--- config.mk ---
export PLATFORM = sky130hd
export DESIGN_NAME = im_loader_flat
export DESIGN_NICKNAME = d
export VERILOG_FILES = /design/src/rtl/im_pkg.sv /design/src/rtl/im_loader_if.sv /design/src/rtl/im_byte_packer.sv /design/src/rtl/im_loader.sv /design/src/flat_wrapper.sv
export SDC_FILE = /design/constraint.sdc
export NUM_CORES = 1
export LEC_CHECK = 0
export ABC_AREA = 1
export ABC_CLOCK_PERIOD_IN_PS = 3100
export CAP_MARGIN = 10
export CORE_MARGIN = 3
export CORE_UTILIZATION = 51
export DETAILED_ROUTE_END_ITERATION = 10
export PLACE_DENSITY_LB_ADDON = 0.05
export SLEW_MARGIN = 20
export SYNTH_ARGS = -nofsm -noshare
export SYNTH_HDL_FRONTEND = slang
export SYNTH_SLANG_ARGS = --single-unit
--- constraint.sdc ---
create_clock -name clk -period 3.1 [get_ports clk]
set_clock_uncertainty 0.2 [all_clocks]
set_input_delay 0.62 -clock clk [delete_from_list [all_inputs] [get_ports clk]]
set_output_delay 0.62 -clock clk [all_outputs]
set_load 0.005 [all_outputs]
--- src/rtl/im_pkg.sv ---
// Shared instruction-memory definitions: geometry, loader state encoding.
// The fetch-side word index (PC[10:2]) uses the same IM_ADDR_W.
package im_pkg;

    localparam int unsigned IM_ADDR_W         = 9;
    localparam int unsigned IM_DEPTH          = 512;
    localparam int unsigned IM_BYTES_PER_WORD = 4;
    localparam int unsigned IM_BYTE_W         = 8;
    localparam int unsigned IM_WORD_W         = 32;
    localparam int unsigned IM_LEN_W          = IM_ADDR_W + 1;

    typedef enum logic [1:0] {
        LD_IDLE  = 2'd0,
        LD_RECV  = 2'd1,
        LD_WRITE = 2'd2,
        LD_DONE  = 2'd3
    } ld_state_e;

endpackage

--- src/rtl/im_loader_if.sv ---
// Loader bus: load control, byte-stream handshake, IM write port and status.
//  master : load controller / byte source (drives start, len, abort, in_data, in_valid)
//  slave  : im_loader (drives in_ready, wr_*, busy, cpu_hold, done, err)
interface im_loader_if
    import im_pkg::*;
#(
    parameter int unsigned ADDR_W = IM_ADDR_W
) ();

    logic                 start;
    logic [ADDR_W:0]      len;
    logic                 abort;
    logic [IM_BYTE_W-1:0] in_data;
    logic                 in_valid;
    logic                 in_ready;
    logic                 wr_en;
    logic [ADDR_W-1:0]    wr_addr;
    logic [IM_WORD_W-1:0] wr_data;
    logic                 busy;
    logic                 cpu_hold;
    logic                 done;
    logic                 err;

    modport master (
        output start, len, abort, in_data, in_valid,
        input  in_ready, wr_en, wr_addr, wr_data, busy, cpu_hold, done, err
    );

    modport slave (
        input  start, len, abort, in_data, in_valid,
        output in_ready, wr_en, wr_addr, wr_data, busy, cpu_hold, done, err
    );

endinterface

--- src/rtl/im_byte_packer.sv ---
// Little-endian byte-to-word packer.
//  clear_i      : restart at byte 0 (wins over load_i)
//  load_i       : store byte_i at the current byte slot
//  byte_i       : stream byte
//  word_full_c  : this load completes a word
//  word_c       : shift register with the current byte merged (complete word when word_full_c)
module im_byte_packer
    import im_pkg::*;
(
    input  logic                 clk,
    input  logic                 rst_n,
    input  logic                 clear_i,
    input  logic                 load_i,
    input  logic [IM_BYTE_W-1:0] byte_i,
    output logic                 word_full_c,
    output logic [IM_WORD_W-1:0] word_c
);

    localparam int unsigned IDX_W = $clog2(IM_BYTES_PER_WORD);

    logic [IDX_W-1:0]     byte_idx_q, byte_idx_d;
    logic [IM_WORD_W-1:0] shreg_q, shreg_d;

    // Next byte slot and shift-register contents
    always_comb begin
        byte_idx_d = byte_idx_q;
        shreg_d    = shreg_q;
        if (clear_i) begin
            byte_idx_d = '0;
        end else if (load_i) begin
            shreg_d[IM_BYTE_W*byte_idx_q +: IM_BYTE_W] = byte_i;
            byte_idx_d = byte_idx_q + IDX_W'(1);
        end
    end

    always_ff @(posedge clk or negedge rst_n) begin
        if (!rst_n) begin
            byte_idx_q <= '0;
            shreg_q    <= '0;
        end else begin
            byte_idx_q <= byte_idx_d;
            shreg_q    <= shreg_d;
        end
    end

    assign word_full_c = load_i && !clear_i
                      && (byte_idx_q == IDX_W'(IM_BYTES_PER_WORD - 1));
    // Merged view lets the loader register the finished word on the 4th byte
    assign word_c      = shreg_d;

endmodule

--- src/rtl/im_loader.sv ---
// Instruction-memory loader: packs a byte stream into 32-bit words and writes
// them to consecutive IM word addresses from 0, holding the core while busy.
//  clk, rst_n : clock, asynchronous active-low reset
//  bus        : im_loader_if.slave (start/len/abort, in_* handshake, wr_* port,
//               busy, cpu_hold, done, err) -- all outputs registered
module im_loader
    import im_pkg::*;
#(
    parameter int unsigned ADDR_W = IM_ADDR_W,
    parameter int unsigned DEPTH  = IM_DEPTH
) (
    input  logic        clk,
    input  logic        rst_n,
    im_loader_if.slave  bus
);

    localparam int unsigned LEN_W = ADDR_W + 1;

    ld_state_e            state_q, state_d;
    logic [LEN_W-1:0]     len_q, len_d;
    logic [LEN_W-1:0]     word_cnt_q, word_cnt_d;
    logic                 in_ready_q, in_ready_d;
    logic                 wr_en_q, wr_en_d;
    logic [ADDR_W-1:0]    wr_addr_q, wr_addr_d;
    logic [IM_WORD_W-1:0] wr_data_q, wr_data_d;
    logic                 busy_q, busy_d;
    logic                 done_q, done_d;
    logic                 err_q, err_d;

    logic                 pk_clear_c;
    logic                 pk_load_c;
    logic                 pk_full_c;
    logic [IM_WORD_W-1:0] pk_word_c;
    logic                 len_ok_c;

    im_byte_packer u_packer (
        .clk         (clk),
        .rst_n       (rst_n),
        .clear_i     (pk_clear_c),
        .load_i      (pk_load_c),
        .byte_i      (bus.in_data),
        .word_full_c (pk_full_c),
        .word_c      (pk_word_c)
    );

    assign len_ok_c = (bus.len != '0) && (bus.len <= LEN_W'(DEPTH));

    // Next state and registered-output values; abort beats start and handshake
    always_comb begin
        state_d    = state_q;
        len_d      = len_q;
        word_cnt_d = word_cnt_q;
        in_ready_d = 1'b0;
        wr_en_d    = 1'b0;
        wr_addr_d  = wr_addr_q;
        wr_data_d  = wr_data_q;
        busy_d     = busy_q;
        done_d     = 1'b0;
        err_d      = 1'b0;
        pk_clear_c = 1'b0;
        pk_load_c  = 1'b0;

        unique case (state_q)
            LD_IDLE: begin
                if (bus.start) begin
                    if (len_ok_c) begin
                        state_d    = LD_RECV;
                        len_d      = bus.len;
                        word_cnt_d = '0;
                        busy_d     = 1'b1;
                        in_ready_d = 1'b1;
                        pk_clear_c = 1'b1;
                    end else begin
                        err_d = 1'b1;
                    end
                end
            end

            LD_RECV: begin
                if (bus.abort) begin
                    state_d = LD_IDLE;
                    busy_d  = 1'b0;
                    err_d   = 1'b1;
                end else begin
                    in_ready_d = 1'b1;
                    if (bus.in_valid) begin
                        pk_load_c = 1'b1;
                        // 4th byte: register the whole word for the WRITE cycle
                        if (pk_full_c) begin
                            state_d    = LD_WRITE;
                            in_ready_d = 1'b0;
                            wr_en_d    = 1'b1;
                            wr_addr_d  = word_cnt_q[ADDR_W-1:0];
                            wr_data_d  = pk_word_c;
                        end
                    end
                end
            end

            LD_WRITE: begin
                if (bus.abort) begin
                    state_d = LD_IDLE;
                    busy_d  = 1'b0;
                    err_d   = 1'b1;
                end else begin
                    word_cnt_d = LEN_W'(word_cnt_q + 1'b1);
                    if (word_cnt_d == len_q) begin
                        state_d = LD_DONE;
                        busy_d  = 1'b0;
                        done_d  = 1'b1;
                    end else begin
                        state_d    = LD_RECV;
                        in_ready_d = 1'b1;
                        pk_clear_c = 1'b1;
                    end
                end
            end

            LD_DONE: begin
                state_d = LD_IDLE;
            end

            default: begin
                state_d = LD_IDLE;
                busy_d  = 1'b0;
            end
        endcase
    end

    always_ff @(posedge clk or negedge rst_n) begin
        if (!rst_n) begin
            state_q    <= LD_IDLE;
            len_q      <= '0;
            word_cnt_q <= '0;
            in_ready_q <= 1'b0;
            wr_en_q    <= 1'b0;
            wr_addr_q  <= '0;
            wr_data_q  <= '0;
            busy_q     <= 1'b0;
            done_q     <= 1'b0;
            err_q      <= 1'b0;
        end else begin
            state_q    <= state_d;
            len_q      <= len_d;
            word_cnt_q <= word_cnt_d;
            in_ready_q <= in_ready_d;
            wr_en_q    <= wr_en_d;
            wr_addr_q  <= wr_addr_d;
            wr_data_q  <= wr_data_d;
            busy_q     <= busy_d;
            done_q     <= done_d;
            err_q      <= err_d;
        end
    end

    assign bus.in_ready = in_ready_q;
    assign bus.wr_en    = wr_en_q;
    assign bus.wr_addr  = wr_addr_q;
    assign bus.wr_data  = wr_data_q;
    assign bus.busy     = busy_q;
    assign bus.cpu_hold = busy_q;
    assign bus.done     = done_q;
    assign bus.err      = err_q;

endmodule

--- src/flat_wrapper.sv ---
// flat-port wrapper written by rule: the top's interface ports become plain ports
module im_loader_flat import im_pkg::*;
#(
    parameter int unsigned ADDR_W = IM_ADDR_W,
    parameter int unsigned DEPTH  = IM_DEPTH
)
  (clk, rst_n, bus_start, bus_len, bus_abort, bus_in_data, bus_in_valid, bus_in_ready, bus_wr_en, bus_wr_addr, bus_wr_data, bus_busy, bus_cpu_hold, bus_done, bus_err);
  im_loader_if #(.ADDR_W(ADDR_W)) bus_i ();
  input  logic clk;
  input  logic rst_n;
  input wire logic [$bits(bus_i.start)-1:0] bus_start;
  input wire logic [$bits(bus_i.len)-1:0] bus_len;
  input wire logic [$bits(bus_i.abort)-1:0] bus_abort;
  input wire logic [$bits(bus_i.in_data)-1:0] bus_in_data;
  input wire logic [$bits(bus_i.in_valid)-1:0] bus_in_valid;
  output wire logic [$bits(bus_i.in_ready)-1:0] bus_in_ready;
  output wire logic [$bits(bus_i.wr_en)-1:0] bus_wr_en;
  output wire logic [$bits(bus_i.wr_addr)-1:0] bus_wr_addr;
  output wire logic [$bits(bus_i.wr_data)-1:0] bus_wr_data;
  output wire logic [$bits(bus_i.busy)-1:0] bus_busy;
  output wire logic [$bits(bus_i.cpu_hold)-1:0] bus_cpu_hold;
  output wire logic [$bits(bus_i.done)-1:0] bus_done;
  output wire logic [$bits(bus_i.err)-1:0] bus_err;
  assign bus_i.start = bus_start;
  assign bus_i.len = bus_len;
  assign bus_i.abort = bus_abort;
  assign bus_i.in_data = bus_in_data;
  assign bus_i.in_valid = bus_in_valid;
  assign bus_in_ready = bus_i.in_ready;
  assign bus_wr_en = bus_i.wr_en;
  assign bus_wr_addr = bus_i.wr_addr;
  assign bus_wr_data = bus_i.wr_data;
  assign bus_busy = bus_i.busy;
  assign bus_cpu_hold = bus_i.cpu_hold;
  assign bus_done = bus_i.done;
  assign bus_err = bus_i.err;
  im_loader #(.ADDR_W(ADDR_W), .DEPTH(DEPTH)) u_core (.clk(clk), .rst_n(rst_n), .bus(bus_i));
endmodule
==> flow_metrics.tcl, run 1 <==
# flow metrics
set metrics [dict create \
    grt.overflow.total 0 \
    cts.clk_slew.worst_paths_ns 0.09 \
    logic_gate_count 439 \
    drive_gt1_share_pct 9.810 \
    yosys_area_mm2 0.004907 \
    postCtsSetupRepairBufs 0 \
    ff2ff_path_depth 17 \
    grt_pass1_vias 4030 \
    fp_nets 643 \
    simple_gate_area_share_pct 27.13 \
    ir_drop_uv 475.7 \
    syn2layout_area_growth_pct 20.02 \
    mux_area_share_pct 2.856 \
    worstPathArrival_ns 2.74 \
    fin_crit_ns 2.674 \
    wl_per_cell_um 13.57 \
    fmaxAchievable_mhz 373.9 \
    critPathCaptureType "flop" \
    fin_total_pwr_w 0.003822 \
    drt-pass1-iter-count 6 \
    synth-seq-cells 94 \
    slew_headroom_pct 63.82 \
    drc 0 \
    critical_path_required_ns 3.16 \
    ys_cells 610 \
    antenna_found_initial 0 \
    layout_top_cell "nand2_1" \
    worst_pin_slew_ns 0.5428 \
    syn_area_per_cell_um2 8.045 \
    cp_max_fo 49 \
    mostFrequentLayoutCells "nand2_1 (229), dfrtp_1 (94), clkdlybuf4s50_1 (68)" \
    status "complete, no violations" \
    adder_share_pct 2.550 \
    place_area_mm2 0.005707 \
    vias 4149 \
    clk_path_buf_depth 2 \
    setup_viol 0 \
    finalNetCount 711 \
    cts_root_buffer "clkbuf_8" \
    inv_count 53 \
    syn_area_mm2 0.004907 \
    placedCellCount 796 \
    final_cells 812 \
    nNonClkBuffers 81 \
    drtIter0Drc 219 \
    n_fill_cell 875 \
    crit_type "flop to flop" \
    final_cell_area_mm2 0.005889 \
    drv_cap 0 \
    yosys_warnings 0 \
]
## run 1: worst max-delay path, cell delays in order, from the launching register on
cell	delay, ns
dfrtp_1	0.50
ha_1	0.24
nand2_1	0.12
nor2_1	0.15
nand2_1	0.07
nand2_1	0.07
nand2_1	0.07
nand2_1	0.06
nand2_1	0.10
nor3_2	0.22
nand2_1	0.11
nand2_4	0.10
nand2_4	0.06
buf_12	0.20
nand2_1	0.10
o21ai_2	0.07
nand2_1	0.08
nand2_1	0.05
## run 1: cell usage after synthesis (all sizes together)
| master | n | area [µm²] |
|---|---|---|
| nand2 | 234 | 900.9 |
| dfrtp | 94 | 2352 |
| o21ai | 57 | 371.6 |
| inv | 49 | 183.9 |
| nand3 | 43 | 232.7 |
| nor2 | 32 | 127.6 |
| a21oi | 24 | 120.1 |
| buf | 15 | 131.4 |
| mux2i | 14 | 140.1 |
| ha | 10 | 125.1 |
| clkbuf | 9 | 33.78 |
| o22ai | 7 | 43.79 |
| clkinv | 4 | 16.26 |
| nor3 | 4 | 25.02 |
| nand4 | 3 | 18.77 |
| o31ai | 3 | 22.52 |
| nor4 | 2 | 12.51 |
| xor2 | 2 | 17.52 |
| nand3b | 1 | 7.510 |
| o41ai | 1 | 8.760 |
| or2 | 1 | 6.260 |
| xnor2 | 1 | 8.760 |
## run 1: flip-flops by register name, summed over array words and instances, names as in the netlist
register                    cells
u_core.bus.wr_data             32
u_core.len_q                   10
u_core.bus.err                  1
u_core.bus.wr_en                1
u_core.bus.in_ready             1
u_core.bus.wr_addr              9
u_core.bus.busy                 1
u_core.u_packer.shreg_q        24
u_core.bus.done                 1
u_core.word_cnt_q              10
u_core.u_packer.byte_idx_q      2
u_core.state_q                  2
## run 1: power by group
group	switching [W]	total, W	internal, W
clock network	0.000446	0.000767	0.000321
logic	0.000945	0.00148	0.000533
registers	0.000156	0.00158	0.00142
## run 1: metal layers
metal / wire length, µm / vias to the layer above / share of wire (%)
li1: - / 2093 / -
met1: 5220 / 1942 / 47
met4: 160 / 0 / 1.5
met3: 545 / 15 / 4.9
met5: 0 / - / 0
met2: 5090 / 99 / 46
## run 1: stage by stage
| stage | hold WS (ns) | util (%) |
|---|---|---|
| 4_1_cts | 0.04685 | 63.44 |
| 5_1_grt | 0.06476 | 63.44 |
| 2_1_floorplan | 0.1244 | - |
| 3_3_place_gp | 0.2613 | 61.47 |
| 6_report | 0.03282 | 63.44 |
| 3_5_place_dp | 0.2659 | 61.47 |
## run 1: final timing paths
check                                        from                          to  slack (ns)
hold reg to reg            u_core.bus.wr_data[21]      u_core.bus.wr_data[21]        0.28
hold / removal                              rst_n       u_core.bus.wr_addr[4]        0.03
setup reg to reg             u_core.word_cnt_q[0]      u_core.bus.wr_data[23]        0.43
max in group asynchronous                   rst_n  u_core.u_packer.shreg_q[0]        2.00
setup / recovery             u_core.word_cnt_q[0]      u_core.bus.wr_data[23]        0.43
min in group clk           u_core.bus.wr_data[21]      u_core.bus.wr_data[21]        0.28
==> run_1/metal_stack.png <==
Scale bar: 20 µm.
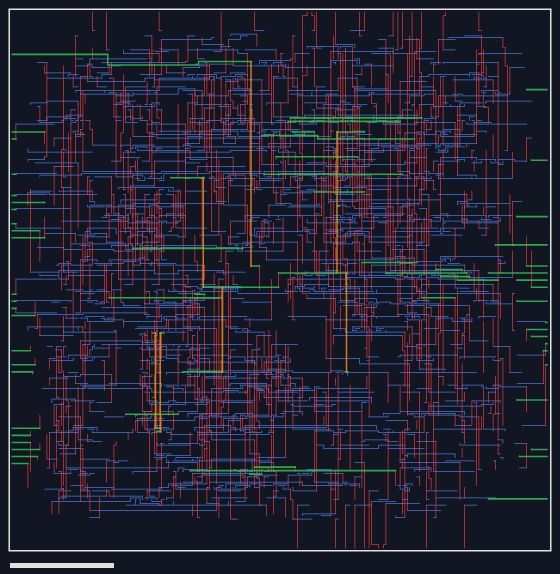
[blue] met1 | wire length: 5220 µm
[green] met3 | wire length: 546 µm
[orange] met4 | wire length: 161 µm
[red] met2 | wire length: 5090 µm

==> run_1/final_clocks.png <==
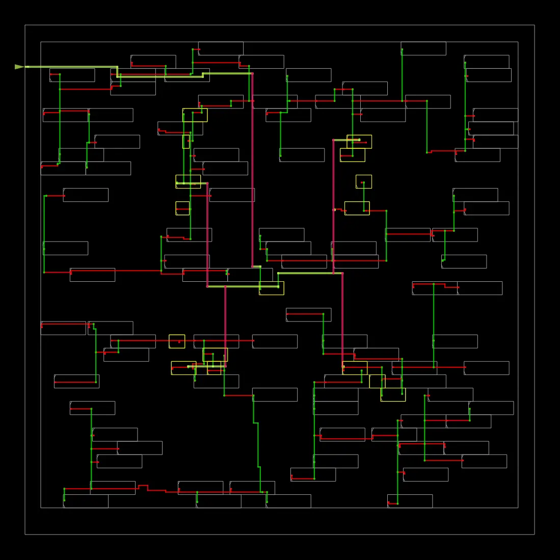
CTS buffer count: 9
Flops: 94
Num Clock Sinks: 94
clk ins delay skew pair: 0.36 ns
CLK BUF: 11

==> run_1/clock_map.png <==
Scale bar: 20 µm.
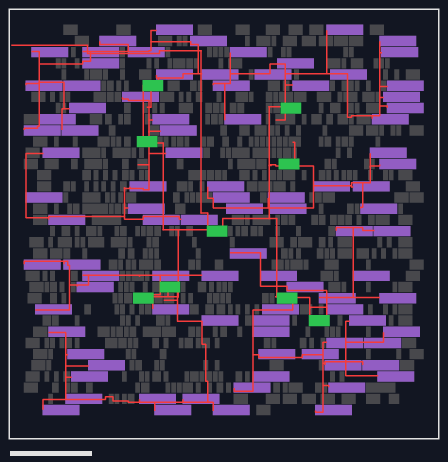
[red] clock wires | length: 1140 µm
[purple] flip-flops | count: 94
[green] cells driving clock nets | count: 9
flops lie: widely spread
routed clock nets: 10

==> run_1/cell_classes.png <==
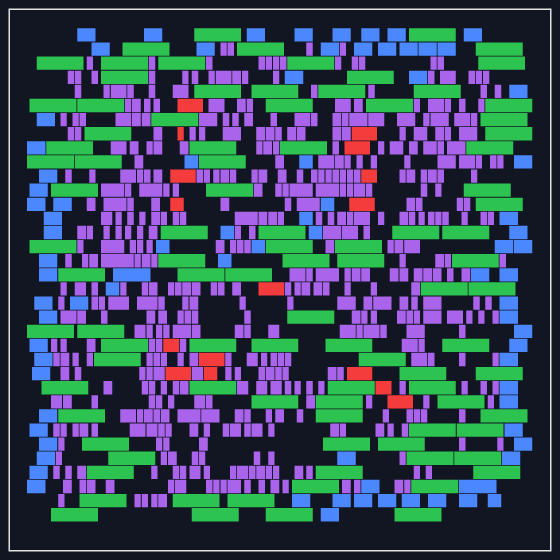

==> inputs of run 2 (changes only) <==
Settings changed: DONT_BUFFER_PORTS set to 1.
==> run_2/cell_classes.png <==
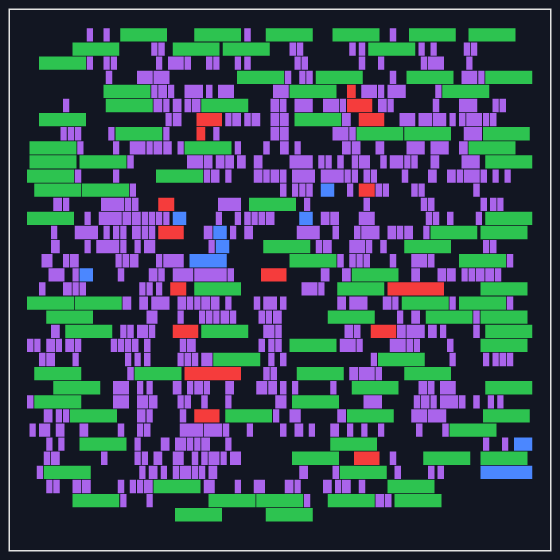
[blue] other buffers and delay cells | cells: 9 | share of their area: 2.0%
[purple] all other logic | cells: 492 | share of their area: 47%
[red] clock drivers and dummy loads | cells: 16 | share of their area: 4.3%
[green] flops | cells: 94 | share of their area: 46%

==> run 2 against run 1 <==
Count of clock-buffer cells in the layout is 2 lower. Sequential share of layout area rose by 5.1 points. Synthesized cell count unchanged. Synthesized area unchanged. Non-clock buffer count down 72. Wire length shrank 1.5%. Design area down 11%. First-iteration DRC count decreased by 22%. Fmax shrank 2.0%. Highest routed layer unchanged.
==> flow_metrics.tcl, run 2 <==
# flow metrics
set metrics [dict create \
    largest_register_ffs 32 \
    ys_cells 610 \
    wl_per_cell_um 14.67 \
    syn_area_mm2 0.004907 \
    ir_drop_uv 412.5 \
    mux_area_share_pct 2.856 \
    clock_latency_ns 0.37 \
    drv_cap 0 \
    status "complete, no violations" \
    drt-pass1-iter-count 4 \
    grt_pass1_vias 3765 \
    r2r_start "u_core.word_cnt_q[0]" \
    synth-seq-cells 94 \
    slew_headroom_pct 68.49 \
    drtIter0Drc 171 \
    vias 3844 \
    synthTopCellsByCount "nand2_1 (229), dfrtp_1 (94), inv_1 (46)" \
    cts_root_buffer "clkbuf_8" \
    clock_sink_count 94 \
    n_fill_cell 911 \
    simple_gate_area_share_pct 27.13 \
    yosys_area_mm2 0.004907 \
    most_common_cell "nand2_1" \
    adder_share_pct 2.550 \
    cts_buffers 9 \
    synth-edff-count 0 \
    flop_cell "dfrtp_1" \
    mostFrequentLayoutCells "nand2_1 (229), dfrtp_1 (94), inv_1 (46)" \
    layout_top_cell "nand2_1" \
    critical_path_required_ns 3.15 \
    drive_gt1_share_pct 10.31 \
    topCellsByArea "dfrtp_1 (48%), nand2_1 (18%), nand3_1 (4.2%), o21ai_2 (4.1%), inv_1 (3.5%)" \
    grt.overflow.total 0 \
    drc 0 \
]
## run 2: repair_timing
action / in CTS / in global routing
hold buffers: 2 / 0
setup buffers: 0 / 0
hold endpoints to repair: 94 / 0
resized: 0 / 0
setup endpoints to repair: 0 / 0
## run 2: cell families (layout without fill, tap and decap cells)
family,after synthesis,count (layout)
AND-OR/OR-AND,92,92
XOR/XNOR,3,3
adder cells (fa/ha/maj),10,10
buffers and inverters,77,78
flip-flops,94,94
multiplexers,14,14
AND/OR/NAND/NOR,320,320
## run 2: worst max-delay path: stages, from the launching register on
cell and delay (ns):
dfrtp_1 0.48, ha_1 0.23, nand2_1 0.12, inv_1 0.12
nand3_1 0.08, nand2_1 0.06, nand2_1 0.08, nor2_1 0.14
nor2_1 0.06, nand2_1 0.07, nor2_2 0.04, nand2_1 0.10
nand2_4 0.08, nand3_4 0.08, clkinv_2 0.38, nand2_1 0.23
nand2_1 0.07
## run 2: routing by layer
| metal | GRT usage [%] | share of wire, % | vias to the layer above |
|---|---|---|---|
| met2 | 32.96 | 45 | 77 |
| met3 | 5.090 | 4.8 | 10 |
| li1 | - | - | 1960 |
| met1 | 28.29 | 49 | 1797 |
| met4 | 5.698 | 1.1 | 0 |
| met5 | 0 | 0 | - |
## run 2: final cells by class
type	instances	area [µm²]	area share, %
clock buffers	9	123.9	2.370
clock inverters	7	96.34	1.843
inverters	53	200.2	3.831
multi-input cells	439	2190	41.90
flip-flops and latches	94	2352	45.01
well taps	129	161.4	3.088
repair buffers	9	102.6	1.963
## run 2: where the power goes
part / internal, W / switching, W
clock network: 0.000459 / 0.000448
registers: 0.00142 / 0.000157
logic: 0.000439 / 0.000911
## run 2: through the flow
step | power, W | worst slack (ns) | util, % | cell area, µm² | cells
2_1_floorplan | 0.002648 | 0.7914 | - | 4907 | 610
3_3_place_gp | 0.002904 | 0.4550 | 53.52 | 4969 | 722
3_5_place_dp | 0.002925 | 0.3875 | 53.52 | 4969 | 722
4_1_cts | 0.003871 | 0.3498 | 56.29 | 5226 | 740
5_1_grt | 0.004146 | 0.08044 | 56.29 | 5226 | 740
6_report | 0.003835 | 0.3706 | 56.29 | 5226 | 740
## run 2: path summary, 6_finish.rpt
check	cells after the start	to	slack, ns
worst min-delay path	2	u_core.bus.wr_data[30]	0.19
worst min register to register	2	u_core.u_packer.shreg_q[8]	0.31
min in group asynchronous	2	u_core.bus.wr_data[21]	0.61
worst max register to register	16	u_core.bus.wr_data[0]	0.37
max in group asynchronous	2	u_core.bus.wr_data[2]	1.70
worst max-delay path	16	u_core.bus.wr_data[0]	0.37
==> run_2/final_clocks.png <==
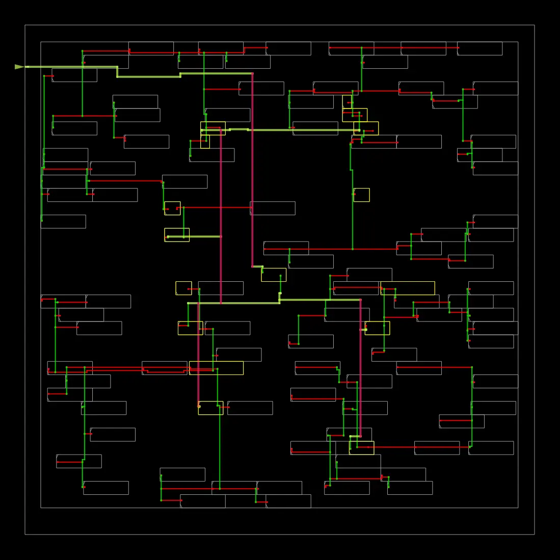

==> inputs of run 3 (changes only) <==
Settings changed: CORE_MARGIN 3 to unset, SLEW_MARGIN 20 to unset.
==> run_3/final_clocks.png <==
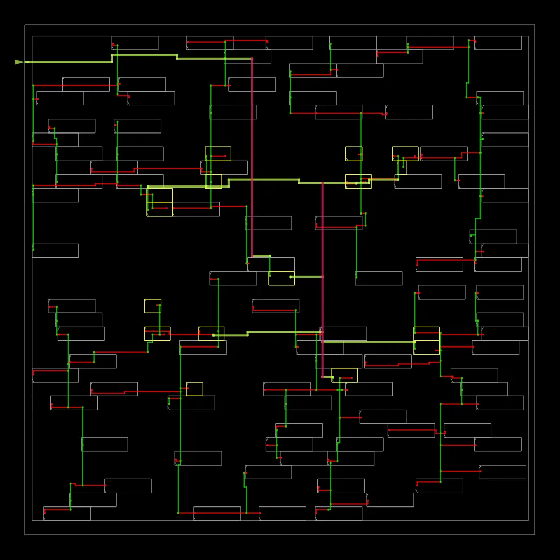
clk pwr: 0.000787 W

==> run 3 against run 2 <==
Fmax is 2.1% lower. Wire length is 1.4% lower. Sequential power hardly changed. Count of clock-buffer cells in the layout increased by 2. Die area fell by 7.5%. Largest power group unchanged. Sequential share of layout area up 0.097 points. Non-clock buffer count is 1 higher. First-iteration DRC count shrank 20%. Critical endpoint is now u_core.bus.wr_addr[5]. Final cell count increased by 0.14%. Core utilization shrank 0.12 points. Flip-flop count is the same.
==> flow_metrics.tcl, run 3 <==
# flow metrics
set metrics [dict create \
    status "complete, no violations" \
    cts.clk_slew.worst_paths_ns 0.10 \
    syn2layout_area_growth_pct 6.272 \
    drc 0 \
    setup_viol 0 \
    worst_pin_slew_ns 0.4686 \
    r2r-end "u_core.bus.wr_addr[5]" \
    grt.overflow.total 0 \
    n_fill_cell 890 \
    synth-edff-count 0 \
    drt-pass1-iter-count 4 \
    yosys_warnings 0 \
    clk_path_buf_depth 2 \
    drtIter0Drc 137 \
    combGateArea_mm2 0.002190 \
    topCellsByArea "dfrtp_1 (48%), nand2_1 (18%), nand3_1 (4.2%), o21ai_2 (4.1%), inv_1 (3.5%)" \
    fin_crit_ns 2.788 \
    top_area_cell "dfrtp_1" \
    fp_nets 643 \
    clock_sink_count 94 \
    wl_per_cell_um 14.44 \
    r2r_start "u_core.word_cnt_q[0]" \
    cts_buffers 9 \
    postCtsSetupRepairBufs 0 \
    synthTopCellsByCount "nand2_1 (229), dfrtp_1 (94), inv_1 (46)" \
    hold_path_end "u_core.bus.wr_data[28]" \
    min_from "bus_in_data[4]" \
]
run 3: kinds of logic (layout without fill, tap and decap cells):
logic type | count (synthesis) | after routing | synth area share, %
buf+inv | 77 | 79 | 7.445
fa+ha+maj | 10 | 10 | 2.550
xor+xnor | 3 | 3 | 0.5355
mux | 14 | 14 | 2.856
compound gates | 92 | 92 | 11.55
flops | 94 | 94 | 47.93
simple gates | 320 | 320 | 27.13
run 3: where the power goes:
group | internal [W] | switching [W] | total [W]
Sequential | 0.00142 | 0.000161 | 0.00158
Combinational | 0.000447 | 0.000921 | 0.00137
Clock | 0.000343 | 0.000444 | 0.000787
run 3: worst max path at each step:
stage	to	slack [ns]
6_report	u_core.bus.wr_addr[5]	0.31
5_1_grt	u_core.bus.wr_addr[8]	0.008
4_1_cts	u_core.bus.wr_data[25]	0.14
3_5_place_dp	u_core.bus.wr_data[25]	0.17
3_3_place_gp	u_core.bus.wr_data[0]	0.29
2_1_floorplan	u_core.bus.wr_data[10]	0.79
run 3: per-layer routing:
metal  vias up  track usage (%)  wire (µm)
li1       1960                -          -
met1      1766            32.38       5162
met2        81            35.23       4814
met3         7            6.825        644
met4         0            4.459         76
met5         -                0          0
run 3: what timing repair did:
| item | CTS | global route |
|---|---|---|
| setup endpoints to repair | 0 | 39 |
| hold buffers | 2 | 0 |
| hold endpoints to repair | 94 | 0 |
| resized | 0 | 4 |
run 3: critical path: stages, from the launching register on:
cell and delay [ns]:
dfrtp_1 0.47, ha_1 0.22, nand2_1 0.11, nor2_1 0.18
nand2_1 0.07, nand2_1 0.08, nand2_1 0.07, nand2_1 0.06
nand2_1 0.09, nor3_2 0.21, nand2_1 0.11, nand2_4 0.10
nand3_4 0.25, buf_6 0.30, nand2_1 0.08, o21ai_0 0.07
run 3: layout make-up:
cell class,count,share of cell area [%]
Clock buffer,11,2.903
Inverter,53,3.959
Timing Repair Buffer,10,2.183
Clock inverter,5,0.7678
Multi-Input combinational cell,439,41.99
Sequential cell,94,45.11
Tap cell,129,3.095
run 3: metrics by stage:
stage	total power (W)	cells	hold slack, ns	worst slack [ns]
final	0.003736	741	0.1895	0.3122
after global placement	0.002919	723	0.1270	0.2888
after global routing	0.004039	741	0.1818	0.008327
after floorplan	0.002648	610	0.1244	0.7914
after CTS	0.003765	741	0.1756	0.1395
after detailed placement	0.002937	723	0.1268	0.1702
Power is estimated from default activity; no workload was simulated.
